<file path="config.mk">
export PLATFORM = sky130hd
export DESIGN_NAME = wb_port_arbiter
export DESIGN_NICKNAME = d
export VERILOG_FILES = /design/src/rtl/wb_pkg.sv /design/src/rtl/rr_arbiter.sv /design/src/rtl/wb_port_arbiter.sv
export SDC_FILE = /design/constraint.sdc
export NUM_CORES = 1
export LEC_CHECK = 0
export CORE_MARGIN = 4
export CORE_UTILIZATION = 37
export DETAILED_ROUTE_END_ITERATION = 10
export GPL_ROUTABILITY_DRIVEN = 0
export GPL_TIMING_DRIVEN = 0
export HOLD_SLACK_MARGIN = 0.1
export PLACE_DENSITY_LB_ADDON = 0.3
export REMOVE_ABC_BUFFERS = 1
export SLEW_MARGIN = 20
export SYNTH_ARGS = -nofsm -noshare
export SYNTH_HDL_FRONTEND = slang
export SYNTH_SLANG_ARGS = --single-unit
</file>
<file path="constraint.sdc">
create_clock -name clk -period 3.5 [get_ports clk]
set_clock_uncertainty 0.2 [all_clocks]
set_input_delay 0.35 -clock clk [delete_from_list [all_inputs] [get_ports clk]]
set_output_delay 0.35 -clock clk [all_outputs]
set_load 0.05 [all_outputs]
</file>
<file path="src/rtl/wb_pkg.sv">
// Shared constants for the writeback port arbiter: default geometry,
// the hard-wired zero register and the fixed requester slots.
package wb_pkg;

  localparam int DEF_NREQ = 3;
  localparam int DEF_AW   = 5;
  localparam int DEF_DW   = 32;

  // r0 reads as zero; writes aimed at it are accepted but never committed.
  localparam int REG_ZERO = 0;

  // Requester slot assignment on the writeback port.
  localparam int REQ_ALU = 0;
  localparam int REQ_MEM = 1;
  localparam int REQ_MUL = 2;

endpackage

</file>
<file path="src/rtl/rr_arbiter.sv">
// Rotate-priority arbiter: the search starts one slot past ptr and wraps,
// so the most recently served requester has the lowest priority.
// Purely combinational.
module rr_arbiter #(
  parameter int N  = 3,
  parameter int IW = $clog2(N)
) (
  input  logic [N-1:0]  req,
  input  logic [IW-1:0] ptr,
  output logic [N-1:0]  gnt,
  output logic [IW-1:0] gnt_idx
);

  logic          found;
  int            sum;
  logic [IW-1:0] idx;

  // Walk slots ptr+1 .. ptr+N (mod N) and grant the first one requesting.
  always_comb begin
    gnt     = '0;
    gnt_idx = '0;
    found   = 1'b0;
    sum     = 0;
    idx     = '0;
    for (int k = 1; k <= N; k++) begin
      sum = int'(ptr) + k;
      if (sum >= N) sum = sum - N;
      idx = IW'(sum);
      if (!found && req[idx]) begin
        found      = 1'b1;
        gnt[idx]   = 1'b1;
        gnt_idx    = idx;
      end
    end
  end

endmodule

</file>
<file path="src/rtl/wb_port_arbiter.sv">
// Writeback port arbiter: shares the register file's single write port
// between NREQ requesters (ALU, load unit, multiplier) with round-robin
// priority, one grant per cycle, and a registered write stage.
// Optional macro WB_SCOREBOARD_EN adds an issue-side pending-write
// scoreboard (issue_valid/issue_rd in, pending out).
//
// Handshake: a requester raises req_valid with req_rd/req_data and holds all
// three stable until it sees req_ready; the transfer happens on the rising
// edge where req_valid && req_ready. req_ready is a function of req_valid and
// the round-robin pointer only, never of the payload.
module wb_port_arbiter
  import wb_pkg::*;
#(
  parameter int NREQ = DEF_NREQ,
  parameter int AW   = DEF_AW,
  parameter int DW   = DEF_DW
) (
  input  logic                     clk,
  input  logic                     rst_n,
  input  logic [NREQ-1:0]          req_valid,
  input  logic [NREQ*AW-1:0]       req_rd,
  input  logic [NREQ*DW-1:0]       req_data,
  output logic [NREQ-1:0]          req_ready,
  output logic [AW-1:0]            rf_rd,
  output logic [DW-1:0]            rf_write_data,
  output logic                     rf_reg_write,
`ifdef WB_SCOREBOARD_EN
  input  logic                     issue_valid,
  input  logic [AW-1:0]            issue_rd,
  output logic [31:0]              pending,
`endif
  output logic [$clog2(NREQ)-1:0]  grant_idx
);

  localparam int IW = $clog2(NREQ);

  // Pointer rests on the slot just before the ALU so the ALU wins first.
  localparam logic [IW-1:0] PTR_RST = IW'((REQ_ALU + NREQ - 1) % NREQ);

  logic [IW-1:0] ptr;
  logic [IW-1:0] gnt_idx;
  logic [NREQ-1:0] gnt;
  logic          acc;
  logic [AW-1:0] acc_rd;
  logic [DW-1:0] acc_data;

  rr_arbiter #(.N(NREQ), .IW(IW)) u_rr (
    .req     (req_valid),
    .ptr     (ptr),
    .gnt     (gnt),
    .gnt_idx (gnt_idx)
  );

  assign req_ready = gnt;
  assign acc       = |gnt;

  // Select the granted requester's payload (gnt is one-hot or zero).
  always_comb begin
    acc_rd   = '0;
    acc_data = '0;
    for (int i = 0; i < NREQ; i++) begin
      if (gnt[i]) begin
        acc_rd   = req_rd[i*AW +: AW];
        acc_data = req_data[i*DW +: DW];
      end
    end
  end

  // Pointer and write stage; rf_rd/rf_write_data hold when idle, and a
  // transfer to r0 is consumed without raising the write enable.
  always_ff @(posedge clk or negedge rst_n) begin
    if (!rst_n) begin
      ptr           <= PTR_RST;
      grant_idx     <= '0;
      rf_rd         <= '0;
      rf_write_data <= '0;
      rf_reg_write  <= 1'b0;
    end else begin
      rf_reg_write <= 1'b0;
      if (acc) begin
        ptr           <= gnt_idx;
        grant_idx     <= gnt_idx;
        rf_rd         <= acc_rd;
        rf_write_data <= acc_data;
        rf_reg_write  <= (acc_rd != AW'(REG_ZERO));
      end
    end
  end

`ifdef WB_SCOREBOARD_EN
  logic [31:0] pending_q;
  logic [31:0] pending_nxt;

  // Clear on writeback first, then set on issue: a same-edge issue marks a
  // newer producer, so its set must survive the older write's clear.
  always_comb begin
    pending_nxt = pending_q;
    if (acc) pending_nxt[acc_rd] = 1'b0;
    if (issue_valid) pending_nxt[issue_rd] = 1'b1;
    pending_nxt[REG_ZERO] = 1'b0;
  end

  // Scoreboard register.
  always_ff @(posedge clk or negedge rst_n) begin
    if (!rst_n) pending_q <= '0;
    else        pending_q <= pending_nxt;
  end

  assign pending = pending_q;
`endif

endmodule

</file>
### M1 wires

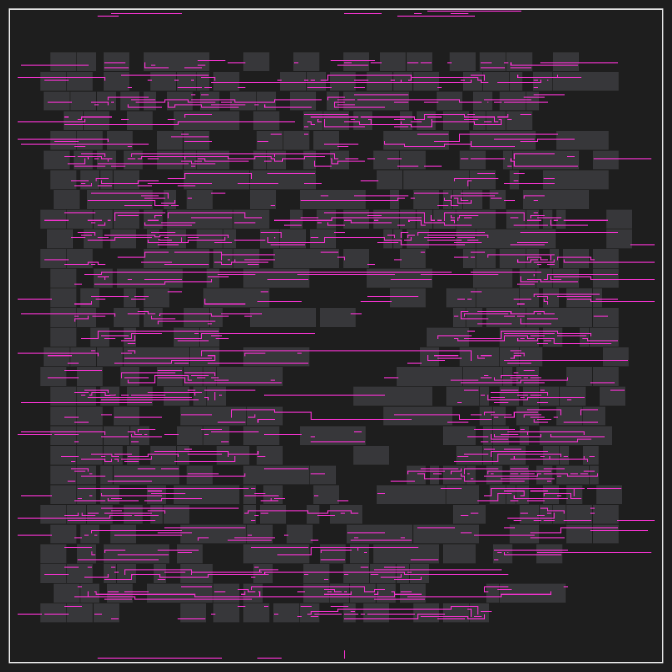
The longest straight run is 48.3 um. The layer carries 3580 um of wire.

### The metal 2 layer

The bar under the picture is 20 um long.
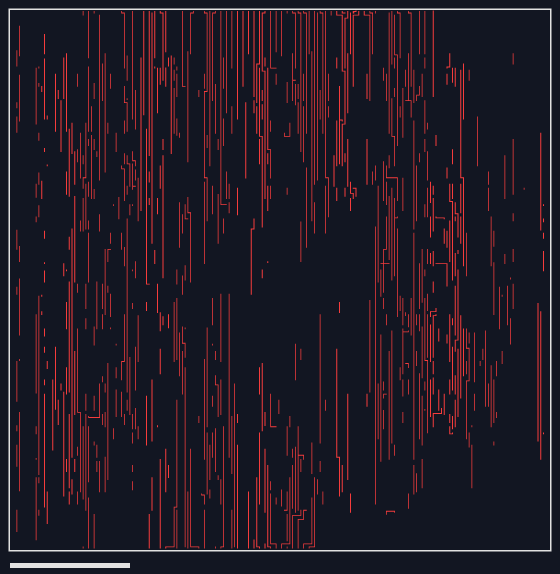
The layer holds 48% of the routed length. 431 nets have wire on it.
via count: 2568
total wire length: 8340 um

==> results.py <==
# Physical implementation metrics
metrics = {
    "critical_path": {
        "regToRegStartpoint": "ptr[1]$_DFFE_PN1P_",
        "crit_cells": 8,
        "worstPathRequired_ns": 2.95,
        "cpPeakStageDelay_ns": 0.54,
        "worstPathMaxFanout": 14,
        "crit_arrival_ns": 2.71,
        "cp-startpoint": "ptr[1]$_DFFE_PN1P_",
        "ff2ff_setup_slack_ns": 0.40,
        "worstSetupStartpointType": "flop",
        "slowest_stage": "dfstp_2",
        "critical_path_buf_inv_count": 3,
        "cp_top_family": "AND-OR/OR-AND gates",
        "r2r_end": "ptr[1]$_DFFE_PN1P_",
        "cp-endpoint": "req_ready[0]",
        "path_cells": "inv_1 > ha_4 > nor2_1 > a2111oi_4 > o221ai_2 > a21o_4 > inv_4 > clkdlybuf4s15_2",
        "reg2reg_depth": 11,
    },
    "place": {
        "dpl-instance-area_um2": 4060,
        "placement.io_buffers": 158,
        "dp_slack_ns": -0.661,
        "dp.cells": 460,
        "hpwl_um": 6210,
    },
    "final_timing": {
        "slew_viol_final": 0,
        "max_freq_ghz": 0.307,
        "setup_slack_ns": 0.243,
        "max-slew-margin-rel": 0.632,
        "holdWs_ns": 0.282,
        "worst_slew_pin_slew_ns": 0.551,
        "setup_tns_ns": 0,
        "rsz0062_at_grt": "no",
        "setup_viol": 0,
        "period_used_share": 0.931,
        "final_hold_viol_count": 0,
    },
    "floorplanning": {
        "fp_util": 0.386,
        "chipArea_um2": 8120,
        "die.size.y_um": 90.1,
        "num_rows": 29,
        "io_pins": 159,
        "core_um2": 6460,
    },
    "route": {
        "wl_per_cell_um": 17.6,
        "vias_per_cell": 5.43,
        "first_pass_iters": 6,
        "ant_nets": 0,
        "drc_errors": 0,
    },
    "clocking": {
        "clkSinkCount": 41,
        "cts_buffer_depth": 2,
        "numCtsBuffers": 5,
        "ctsHtreeMaxLevel": 2,
        "cts-hold-fix-buffers": 1,
        "clk_latency_ns": 0.28,
        "post_cts_buffers": 3,
        "cts_tree": "built",
        "cts_root_buffer": "clkbuf_8",
        "cts.repair.resized": 18,
    },
    "yosys": {
        "yosys_warnings": 0,
        "avgSynthCellArea_um2": 10.3,
        "synth_cells": 242,
        "ys.flops": 41,
        "synthAoiAreaFrac": 0.374,
        "async_flop_share": 1.00,
        "yosysSeqAreaShare": 0.412,
        "synthTopLogicFamily": "AND-OR/OR-AND gates",
        "yosys.cell_types.count": 49,
        "synth_chip_area_um2": 2490,
        "synthXorXnorAreaFrac": 0,
        "yosys_cells": 242,
        "simple_gate_area_frac": 0.0873,
        "adder_share": 0.0301,
        "edf_count": 0,
        "syn_area_um2": 2490,
    },
    "global_routing": {
        "grt_max_degree": 71,
        "globalRouteOverflowTotal": 0,
        "grt_pass1_wl_um": 13100,
        "antenna_found_initial": 0,
        "grtUsageMet1": 0.241,
        "top_usage_layer": "met2",
    },
    "finish": {
        "drive_above_1_share": 0.104,
        "nets": 517,
        "diodes": 0,
        "areaGrowthSynthToFinish_pct": 70.6,
        "layoutNonFillerInstCount": 473,
    },
    "status": {
        "status": "complete, no violations",
    },
    "job": {
        "warnings": 31,
    },
    "hold_path": {
        "holdCritPathClass": "flop to flop",
    },
}
### Met3 routing

The bar under the picture is 20 um long.
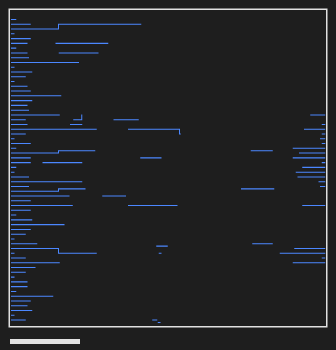
96 nets have wire on it. The longest straight run is 24.1 um. The layer holds 8.1% of the routed length.
met3 Resource Use GR: 0.0609

### Wiring heat map

The bar under the picture is 20 um long. The die is cut into 18 by 18 equal tiles; dark purple is low, yellow is high, scaled to the fullest tile. Values are wire area over tile area, all layers added.
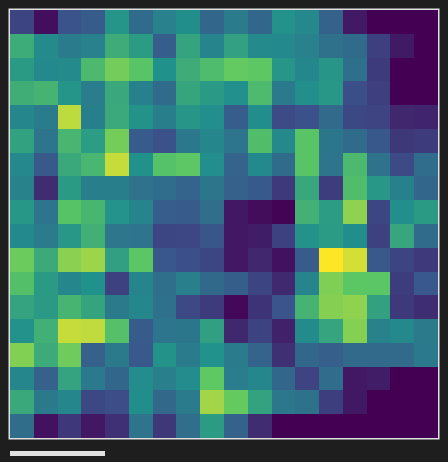
The fullest tile reaches 0.42. The emptiest ninth of the die: top right. The mean over all tiles is 0.17. 32% of the tiles are over half the peak.

-- metal layers --
metal / vias up / routed length [um] / part of all wire
li1: 1244 / - / -
met1: 1202 / 3580 / 0.43
met2: 114 / 3980 / 0.48
met3: 8 / 677 / 0.081
met4: 0 / 100 / 0.012
met5: - / 0 / 0
-- synth_stat cells (3+ instances only) --
| master | instances | area share |
|---|---|---|
| mux2i_1 | 3 | 0.012 |
| nor2_1 | 6 | 0.0090 |
| a21oi_1 | 3 | 0.0060 |
| nand4_1 | 3 | 0.0075 |
| buf_6 | 5 | 0.023 |
| nand2b_1 | 3 | 0.0075 |
| inv_1 | 4 | 0.0060 |
| buf_2 | 7 | 0.014 |
| o21ai_1 | 20 | 0.040 |
| ha_1 | 6 | 0.030 |
| o21ai_0 | 15 | 0.030 |
| nand2_1 | 11 | 0.017 |
| a211oi_1 | 3 | 0.0090 |
| dfrtp_1 | 40 | 0.40 |
| a22oi_1 | 60 | 0.18 |
| a22oi_2 | 5 | 0.025 |
| buf_4 | 4 | 0.012 |
-- state kept, by name (all words and copies together) (netlist names) --
register       flops
rf_write_data     32
rf_rd              5
grant_idx          2
ptr                1
rf_reg_write       1
-- placed cells by master, fill, tap and decap left out, types with 3 or more instances in the layout --
master,count
clkdlybuf4s50_1,154
a22oi_1,60
dfrtp_1,39
o21ai_1,20
o21ai_0,15
nand2_1,11
nor2_1,6
clkbuf_8,6
a22oi_2,5
ha_1,5
buf_4,5
inv_1,4
a21oi_1,3
nand4_1,3
nand2b_1,3
mux2i_1,3
a211oi_1,3
-- stage by stage --
stage,util
after floorplan,-
after global placement,0.621
after detailed placement,0.628
after CTS,0.652
after global routing,0.659
final,0.659
-- worst min path at each step --
| stage | end | slack (ns) | startpoint | depth (start not counted) |
|---|---|---|---|---|
| floorplan | grant_idx[0]$_DFFE_PN0P_ | -0.15 | rst_n | 0 |
| global placement | rf_rd[0]$_DFFE_PN0P_ | 0.26 | rf_rd[0]$_DFFE_PN0P_ | 2 |
| detailed placement | rf_write_data[0]$_DFFE_PN0P_ | 0.11 | rst_n | 1 |
| CTS | rf_rd[0]$_DFFE_PN0P_ | 0.28 | rf_rd[0]$_DFFE_PN0P_ | 2 |
| global route | rf_rd[0]$_DFFE_PN0P_ | 0.30 | rf_rd[0]$_DFFE_PN0P_ | 2 |
| finish | rf_rd[0]$_DFFE_PN0P_ | 0.28 | rf_rd[0]$_DFFE_PN0P_ | 2 |
-- cell type report --
type | count | area, um^2
clock buffer | 7 | 86.3
clock inverter | 1 | 30.0
fill | 543 | 2200
inverter | 7 | 67.6
multi-input combinational | 175 | 1290
sequential | 41 | 1030
tap | 77 | 96.3
timing repair buffer | 165 | 1660
